### config.mk
export PLATFORM = sky130hd
export DESIGN_NAME = mode_select_ctrl
export DESIGN_NICKNAME = d
export VERILOG_FILES = /design/src/rtl/music_pkg.sv /design/src/rtl/key_debounce.sv /design/src/rtl/mode_select_ctrl.sv
export SDC_FILE = /design/constraint.sdc
export NUM_CORES = 1
export LEC_CHECK = 0
export ABC_AREA = 1
export CAP_MARGIN = 20
export CORE_MARGIN = 2
export CORE_UTILIZATION = 45
export CTS_CLUSTER_DIAMETER = 40
export DETAILED_ROUTE_END_ITERATION = 8
export GPL_TIMING_DRIVEN = 0
export PLACE_DENSITY_LB_ADDON = 0.3
export SYNTH_ARGS = -nofsm -noshare
export SYNTH_HDL_FRONTEND = slang
export SYNTH_HIERARCHICAL = 1
export SYNTH_SLANG_ARGS = --single-unit
### constraint.sdc
create_clock -name clk -period 2.6 [get_ports clk]
set_input_delay 0.39 -clock clk [delete_from_list [all_inputs] [get_ports clk]]
set_output_delay 0.39 -clock clk [all_outputs]
set_load 0.02 [all_outputs]
### src/rtl/music_pkg.sv
// Shared definitions for the music player control blocks: the play-mode FSM
// state encoding, the mode-index width helper and the board debounce default.
package music_pkg;

    // Play-mode controller states: accept one key event, then wait for release.
    typedef enum logic [0:0] {
        IDLE     = 1'b0,
        WAIT_REL = 1'b1
    } mode_state_e;

    // 20000 cycles at the 50 MHz board clock is a 0.4 ms settle window.
    localparam int DEBOUNCE_CYCLES_DEFAULT = 20000;

    // Width of a mode index; a single-mode-bit minimum keeps ports legal.
    function automatic int mode_width(input int num_modes);
        return (num_modes <= 2) ? 1 : $clog2(num_modes);
    endfunction

endpackage : music_pkg

### src/rtl/key_debounce.sv
// Per-key conditioning: 2-flop synchroniser, stability counter and debounced
// level, plus a one-cycle pulse in the cycle the level rises.
module key_debounce #(
    parameter int DEBOUNCE_CYCLES = 4
) (
    input  logic clk,
    input  logic rst_n,
    input  logic key_raw,
    output logic key_lvl,
    output logic key_rise
);

    localparam int CNT_W = $clog2(DEBOUNCE_CYCLES);
    localparam logic [CNT_W-1:0] CNT_LAST = CNT_W'(DEBOUNCE_CYCLES - 1);

    logic             meta_q;
    logic             sync_q;
    logic [CNT_W-1:0] cnt_q, cnt_d;
    logic             lvl_q, lvl_d;
    logic             rise_q, rise_d;

    // Bring the asynchronous key into the clk domain.
    // NOTE: state is always updated with <= so every flop samples pre-edge values.
    always_ff @(posedge clk or negedge rst_n) begin
        if (!rst_n) begin
            meta_q <= 1'b0;
            sync_q <= 1'b0;
        end else begin
            meta_q <= key_raw;
            sync_q <= meta_q;
        end
    end

    // Count consecutive mismatch cycles; flip the level on the last one.
    // NOTE: every output gets a default first, so no path can infer a latch.
    always_comb begin
        cnt_d  = '0;
        lvl_d  = lvl_q;
        rise_d = 1'b0;
        if (sync_q != lvl_q) begin
            if (cnt_q == CNT_LAST) begin
                lvl_d  = sync_q;
                rise_d = sync_q;
            end else begin
                cnt_d = cnt_q + CNT_W'(1);
            end
        end
    end

    // Debounce state registers.
    always_ff @(posedge clk or negedge rst_n) begin
        if (!rst_n) begin
            cnt_q  <= '0;
            lvl_q  <= 1'b0;
            rise_q <= 1'b0;
        end else begin
            cnt_q  <= cnt_d;
            lvl_q  <= lvl_d;
            rise_q <= rise_d;
        end
    end

    assign key_lvl  = lvl_q;
    assign key_rise = rise_q;

endmodule : key_debounce

### src/rtl/mode_select_ctrl.sv
// Play-mode controller: debounces the direct-select, next and previous keys
// and maintains the current mode index with toggle-home and wrap-around.
// Build option: define MODE_SEL_AUTO_ADV_EN to let song_done advance the mode
// in IDLE; without it song_done is ignored.
module mode_select_ctrl
    import music_pkg::*;
#(
    parameter int NUM_MODES       = 3,
    parameter int HOME_MODE       = 0,
    parameter int DEBOUNCE_CYCLES = DEBOUNCE_CYCLES_DEFAULT,
    parameter int MODE_W          = mode_width(NUM_MODES)
) (
    input  logic                 clk,
    input  logic                 rst_n,
    input  logic [NUM_MODES-1:0] switch,
    input  logic                 key_next,
    input  logic                 key_prev,
    input  logic                 song_done,
    output logic [MODE_W-1:0]    mode,
    output logic [NUM_MODES-1:0] mode_onehot,
    output logic                 mode_changed
);

    localparam int NUM_KEYS = NUM_MODES + 2;
    localparam int KEY_NEXT = NUM_MODES;
    localparam int KEY_PREV = NUM_MODES + 1;

    localparam logic [MODE_W-1:0]    MODE_HOME   = MODE_W'(HOME_MODE);
    localparam logic [MODE_W-1:0]    MODE_LAST   = MODE_W'(NUM_MODES - 1);
    localparam logic [NUM_MODES-1:0] ONEHOT_HOME = NUM_MODES'(1) << HOME_MODE;

    logic [NUM_KEYS-1:0] key_raw;
    logic [NUM_KEYS-1:0] key_lvl;
    logic [NUM_KEYS-1:0] key_rise;

    mode_state_e state_q, state_d;

    logic [MODE_W-1:0]    mode_q, mode_d;
    logic [NUM_MODES-1:0] onehot_q, onehot_d;
    logic                 changed_q, changed_d;

    logic              sw_hit;
    logic [MODE_W-1:0] sw_idx;
    logic              any_key_lvl;
    logic              key_event;
    logic              next_rise;
    logic              prev_rise;

    assign key_raw = {key_prev, key_next, switch};

    for (genvar k = 0; k < NUM_KEYS; k++) begin : g_key
        key_debounce #(
            .DEBOUNCE_CYCLES(DEBOUNCE_CYCLES)
        ) u_key_debounce (
            .clk     (clk),
            .rst_n   (rst_n),
            .key_raw (key_raw[k]),
            .key_lvl (key_lvl[k]),
            .key_rise(key_rise[k])
        );
    end

    assign any_key_lvl = |key_lvl;
    assign key_event   = |key_rise;
    assign next_rise   = key_rise[KEY_NEXT];
    assign prev_rise   = key_rise[KEY_PREV];

    // Explicit wrap compares: NUM_MODES need not be a power of two.
    function automatic logic [MODE_W-1:0] step_next(input logic [MODE_W-1:0] m);
        return (m == MODE_LAST) ? '0 : m + MODE_W'(1);
    endfunction

    function automatic logic [MODE_W-1:0] step_prev(input logic [MODE_W-1:0] m);
        return (m == '0) ? MODE_LAST : m - MODE_W'(1);
    endfunction

    // Lowest-index direct-select press wins: scan downwards, last hit sticks.
    always_comb begin
        sw_hit = 1'b0;
        sw_idx = '0;
        for (int i = NUM_MODES - 1; i >= 0; i--) begin
            if (key_rise[i]) begin
                sw_hit = 1'b1;
                sw_idx = MODE_W'(i);
            end
        end
    end

    // FSM state register.
    always_ff @(posedge clk or negedge rst_n) begin
        if (!rst_n) begin
            state_q <= IDLE;
        end else begin
            state_q <= state_d;
        end
    end

    // Next state: any key event locks out further keys until all are released.
    always_comb begin
        state_d = state_q;
        case (state_q)
            IDLE:     if (key_event)    state_d = WAIT_REL;
            WAIT_REL: if (!any_key_lvl) state_d = IDLE;
        endcase
    end

    // Mode update: direct-select, then next/prev (cancelling), then auto-advance.
    always_comb begin
        mode_d = mode_q;
        if (state_q == IDLE) begin
            if (sw_hit) begin
                mode_d = (sw_idx == mode_q) ? MODE_HOME : sw_idx;
            end else if (next_rise && !prev_rise) begin
                mode_d = step_next(mode_q);
            end else if (prev_rise && !next_rise) begin
                mode_d = step_prev(mode_q);
            end
`ifdef MODE_SEL_AUTO_ADV_EN
            else if (!key_event && song_done) begin
                mode_d = step_next(mode_q);
            end
`endif
        end
        changed_d = (mode_d != mode_q);
        onehot_d  = NUM_MODES'(1) << mode_d;
    end

`ifndef MODE_SEL_AUTO_ADV_EN
    // Without auto-advance the end-of-score pulse has no consumer.
    logic unused_song_done;
    assign unused_song_done = song_done;
`endif

    // Registered outputs; the one-hot copy is stored rather than decoded.
    always_ff @(posedge clk or negedge rst_n) begin
        if (!rst_n) begin
            mode_q    <= MODE_HOME;
            onehot_q  <= ONEHOT_HOME;
            changed_q <= 1'b0;
        end else begin
            mode_q    <= mode_d;
            onehot_q  <= onehot_d;
            changed_q <= changed_d;
        end
    end

    assign mode         = mode_q;
    assign mode_onehot  = onehot_q;
    assign mode_changed = changed_q;

endmodule : mode_select_ctrl

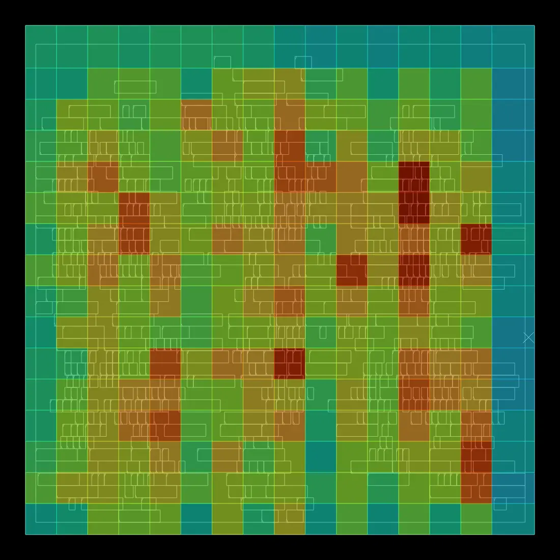
**Above:** run 1 (track usage over the die).
fin util: 0.518
total global-route track usage: 0.164
DR WL/cell: 11.9 um
M3 GR Usage: 0.0364

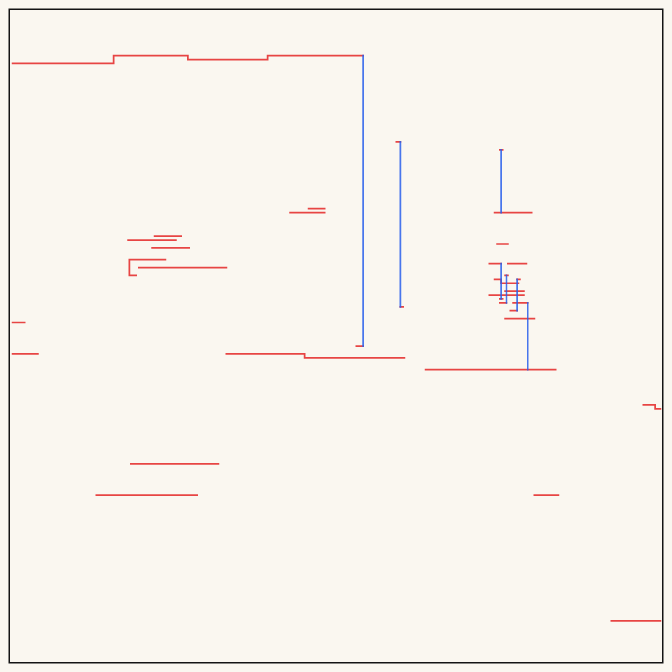
**Above:** run 1 (wiring by layer).
Two of the layers only.
met4 -> blue  # wire length 118 um
met3 -> red  # wire length 267 um
total number of vias: 4051
DRT Wirelength: 9.67 mm

==> results_dict.tcl, run 1 <==
# implementation run metrics
set metrics [dict create \
    worst_path_largest_cell_delay_ps 660 \
    via_per_inst 4.96 \
    layout.nets 684 \
    clkLatencyLatePin_ps 340 \
    post-cts-setup-buffers 0 \
    seq_cells 102 \
    vdd_drop_max_uv 390 \
    die-area_um2 12800 \
    cp.depth 1 \
    htreeDepth 3 \
    ys_ff 102 \
    comb_cells 458 \
    worst_pin_slew_ps 530 \
    avgSynthCellArea_um2 8.30 \
    power-per-cell-area_nw_per_um2 520 \
    run_status "finished, violations left" \
    finalCriticalPeriod_ps 1890 \
    cts_tree "yes" \
    cts-buffers-inserted 9 \
    grt_max_degree 69 \
    p_int_mw 2.43 \
    synth-edff-count 0 \
    postPlaceCellArea_um2 5670 \
    worst_ep_arrival_time_ps 1500 \
    inverters 84 \
    first_pass_iters 6 \
    clock_cell_area_share 0.0505 \
    logic_area_um2 2470 \
    critical_path_buf_inv_count 1 \
    p_comb_frac 0.036 \
    leakage_nw 2.50 \
    tns_ps 0 \
    postLayoutCellArea_um2 5970 \
    yosys_area_um2 5340 \
    cpMaxStageDelayCell "clkdlybuf4s50_1" \
    finalClockSkew_ps 7.37 \
    post-place-cells 800 \
    area_leaders "dfrtp_1 47%, nand2_1 9.3%, nor2_1 8.6%" \
    r2r_slack_ps 970 \
    register_area_um2 2550 \
    violations "design-rule violations, negative hold slack" \
    swShare 0.217 \
    grt_first_pass_wirelength_mm 17.3 \
    total_power_mw 3.10 \
    fp-row-count 39 \
    synthArstFlopShare 1.00 \
    warning_count 29 \
    top_area_cell "dfrtp_1" \
    drc_errors 1 \
    reg2reg_from "mode[1]$_DFF_PN0_" \
    syn_inst 644 \
    hold_violations 2 \
    comb_share 0.414 \
    hpwl_mm 6.96 \
    syn_area_um2 5340 \
    whs_ps -0.842 \
    synth_top_area_share 0.473 \
    startpoint "mode[1]$_DFF_PN0_" \
]
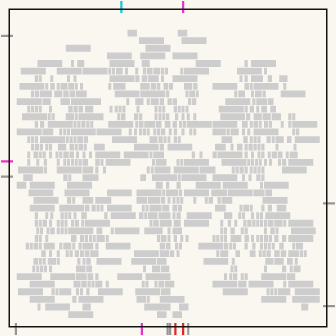
**Above:** run 1 (pin placement).
Pins as bars across the die edge, other pins in grey.
`key_next` -> cyan  # pins 1, direction input, edge top
`switch` -> magenta  # pins 3, direction input, edge 1 bottom, 1 top, 1 left
`mode` -> red  # pins 2, direction output, edge bottom
all pins by edge = 7 bottom, 3 left, 2 top, 2 right
Die Height: 113 um
port buffer count: 12

[run 1: worst max-delay path by stage]
stage                                            endpoint  slack [ps]
6_report                                          mode[1]         710
3_5_place_dp                       mode_changed$_DFF_PN0_        1020
3_3_place_gp   g_key[2].u_key_debounce/cnt_q[0]$_DFF_PN0_       -2730
5_1_grt                                           mode[1]         660
4_1_cts                                           mode[1]         700
2_1_floorplan                      mode_changed$_DFF_PN0_        1050
[run 1: logic make-up after synthesis]
group / count (synthesis) / synth area share
compound gates: 35 / 0.0410
xor+xnor: 30 / 0.0562
fa+ha+maj: 8 / 0.0187
buf+inv: 84 / 0.0590
flops: 102 / 0.478
simple gates: 385 / 0.347
[run 1: metal layers]
layer | routed length [um] | global-route usage | part of all wire | vias up
met5 | 0 | 0 | 0 | -
met4 | 117 | 0.0634 | 0.012 | 0
met3 | 266 | 0.0364 | 0.028 | 14
met2 | 4780 | 0.286 | 0.49 | 57
met1 | 4510 | 0.201 | 0.47 | 1900
li1 | - | - | - | 2080
[run 1: worst register-to-register path: stages (launching register included)]
cell and delay (ps):
dfrtp_1 500, inv_2 130, ha_1 300, nand3_1 70, nand2_1 70, clkinv_1 90, nand3_2 100, nand2_1 60
nand3_1 70, nand2_1 50, inv_1 40, nand2_1 40
[run 1: power groups by stage]
stage	combinational (mW)	sequential (mW)	clock, mW
4_1_cts	0.116	1.63	1.40
5_1_grt	0.132	1.64	1.46
3_5_place_dp	0.116	1.66	0
6_report	0.111	1.63	1.36
2_1_floorplan	0.0559	1.66	0
3_3_place_gp	0.109	1.66	0
==> run 2: changes to the inputs <==
==> constraint.sdc (replaced) <==
create_clock -name clk -period 1.8 [get_ports clk]
set_input_delay 0.27 -clock clk [delete_from_list [all_inputs] [get_ports clk]]
set_output_delay 0.27 -clock clk [all_outputs]
set_load 0.02 [all_outputs]
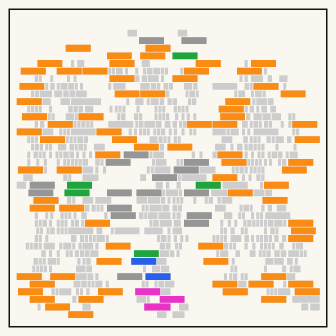
**Above:** run 2 (sequential cells coloured by netlist name).
`mode_onehot` -> magenta  # placed flops 3
`g_key.u_key_debounce/sync_q` -> green  # placed flops 5
`g_key.u_key_debounce/cnt_q` -> orange  # placed flops 75, where all over the die
`mode` -> blue  # placed flops 2
not coloured = 17
fraction of area in registers: 0.427
fin util: 0.519

==> run 2 against run 1 <==
Against the previous run: the run ends with design-rule violations left; total power grew 45%; register-to-register slack lost 790 ps; critical path type unchanged; largest power group unchanged; sequential power grew 45%; global-route usage is essentially flat; worst hold slack gained 350 ps; count of clock-buffer cells in the layout is the same; critical path depth is the same; first-iteration DRC count shrank 2.5%; combinational power grew 46%; area after synthesis is the same; sequential share of layout area shrank 0.090 points.
==> results_dict.tcl, run 2 <==
# implementation run metrics
set metrics [dict create \
    worst_ep_arrival_time_ps 1470 \
    avgSynthCellArea_um2 8.30 \
    synth-edff-count 0 \
    wl_mm 9.68 \
    hpwl_mm 6.96 \
    dr_wl_met3_um 245 \
    top_area_cell "dfrtp_1" \
    violations "design-rule violations" \
    critPathCapture "mode[0]" \
    worst_path_largest_cell_delay_ps 650 \
    tns_ps 0 \
    worst_pin_slew_ps 530 \
    leakage_nw 2.52 \
    postLayoutCellArea_um2 5980 \
    portBuffers 12 \
    drc_errors 1 \
    via_per_inst 4.94 \
    cpMaxStageDelayCell "clkdlybuf4s50_1" \
    vias 4039 \
    ys_ff 102 \
    synthArstFlopShare 1.00 \
    track_usage 0.165 \
    grt_max_degree 69 \
    htreeDepth 3 \
    power-per-cell-area_nw_per_um2 750 \
    synth_top_area_share 0.473 \
    cts_tree "yes" \
    cp.depth 1 \
    syn_area_um2 5340 \
    startpoint "mode[0]$_DFF_PN0_" \
    layout.nets 685 \
    area_leaders "dfrtp_1 47%, nand2_1 9.3%, nor2_1 8.6%" \
    vdd_drop_max_uv 563 \
    run_status "finished, violations left" \
    die-area_um2 12800 \
    clkLatencyLatePin_ps 340 \
    r2r_slack_ps 180 \
    wl_met1_mm 4.54 \
    top_layer "met4" \
    reg2reg_from "mode[1]$_DFF_PN0_" \
    die_h_um 113 \
    total_power_mw 4.49 \
    postPlaceCellArea_um2 5670 \
]
## run 2: cell count changes in the layout (fill, tap and decap cells not counted)
cell,change
dlygate4sd3_1,+1
clkdlybuf4s50_1,-1
dlymetal6s2s_1,+1
## run 2: layout make-up
type,count,area [um^2]
Timing Repair Buffer,14,158
Sequential cell,102,2550
Tap cell,143,179
Inverter,84,315
Fill cell,1056,5540
Clock inverter,4,55.1
Clock buffer,12,246
Multi-Input combinational cell,458,2470
## run 2: cell families (layout without fill, tap and decap cells)
kind of cell               after synthesis  in the layout  share of synthesized area
DFF                                    102            102                      0.478
AOI/OAI and AO/OA                       35             35                     0.0410
buffers and inverters                   84            114                     0.0590
xor gates and xnor gates                30             30                     0.0562
and+or+nand+nor                        385            385                      0.347
adders and majority gates                8              8                     0.0187
## run 2: power breakdown
| part | internal (mW) | switching, mW |
|---|---|---|
| combinational | 0.0558 | 0.106 |
| sequential | 2.33 | 0.0286 |
| clock | 1.13 | 0.840 |
## run 2: per-layer routing
| metal | GRT usage | vias up |
|---|---|---|
| met5 | 0 | - |
| met4 | 0.0634 | 0 |
| met3 | 0.0364 | 15 |
| met2 | 0.286 | 46 |
| met1 | 0.201 | 1898 |
| li1 | - | 2080 |
## run 2: per-stage QoR
| step | cells | setup slack [ps] | hold WS [ps] | utilization |
|---|---|---|---|---|
| after floorplan | 644 | 251 | -25.6 | - |
| after global placement | 799 | -3410 | 341 | 0.490 |
| after detailed placement | 800 | 225 | 254 | 0.492 |
| after CTS | 817 | 22.7 | 348 | 0.519 |
| after global routing | 817 | 7.31 | 359 | 0.519 |
| final | 817 | 63.9 | 354 | 0.519 |
## run 2: what timing repair did
item / in CTS / in global routing
setup buffers: 0 / 0
hold buffers: 1 / 0
resized: 0 / 1
endpoints found under the setup margin: 0 / 1
hold endpoints to repair: 34 / 0
No activity file was given, so power comes from the tool's default toggle rates.
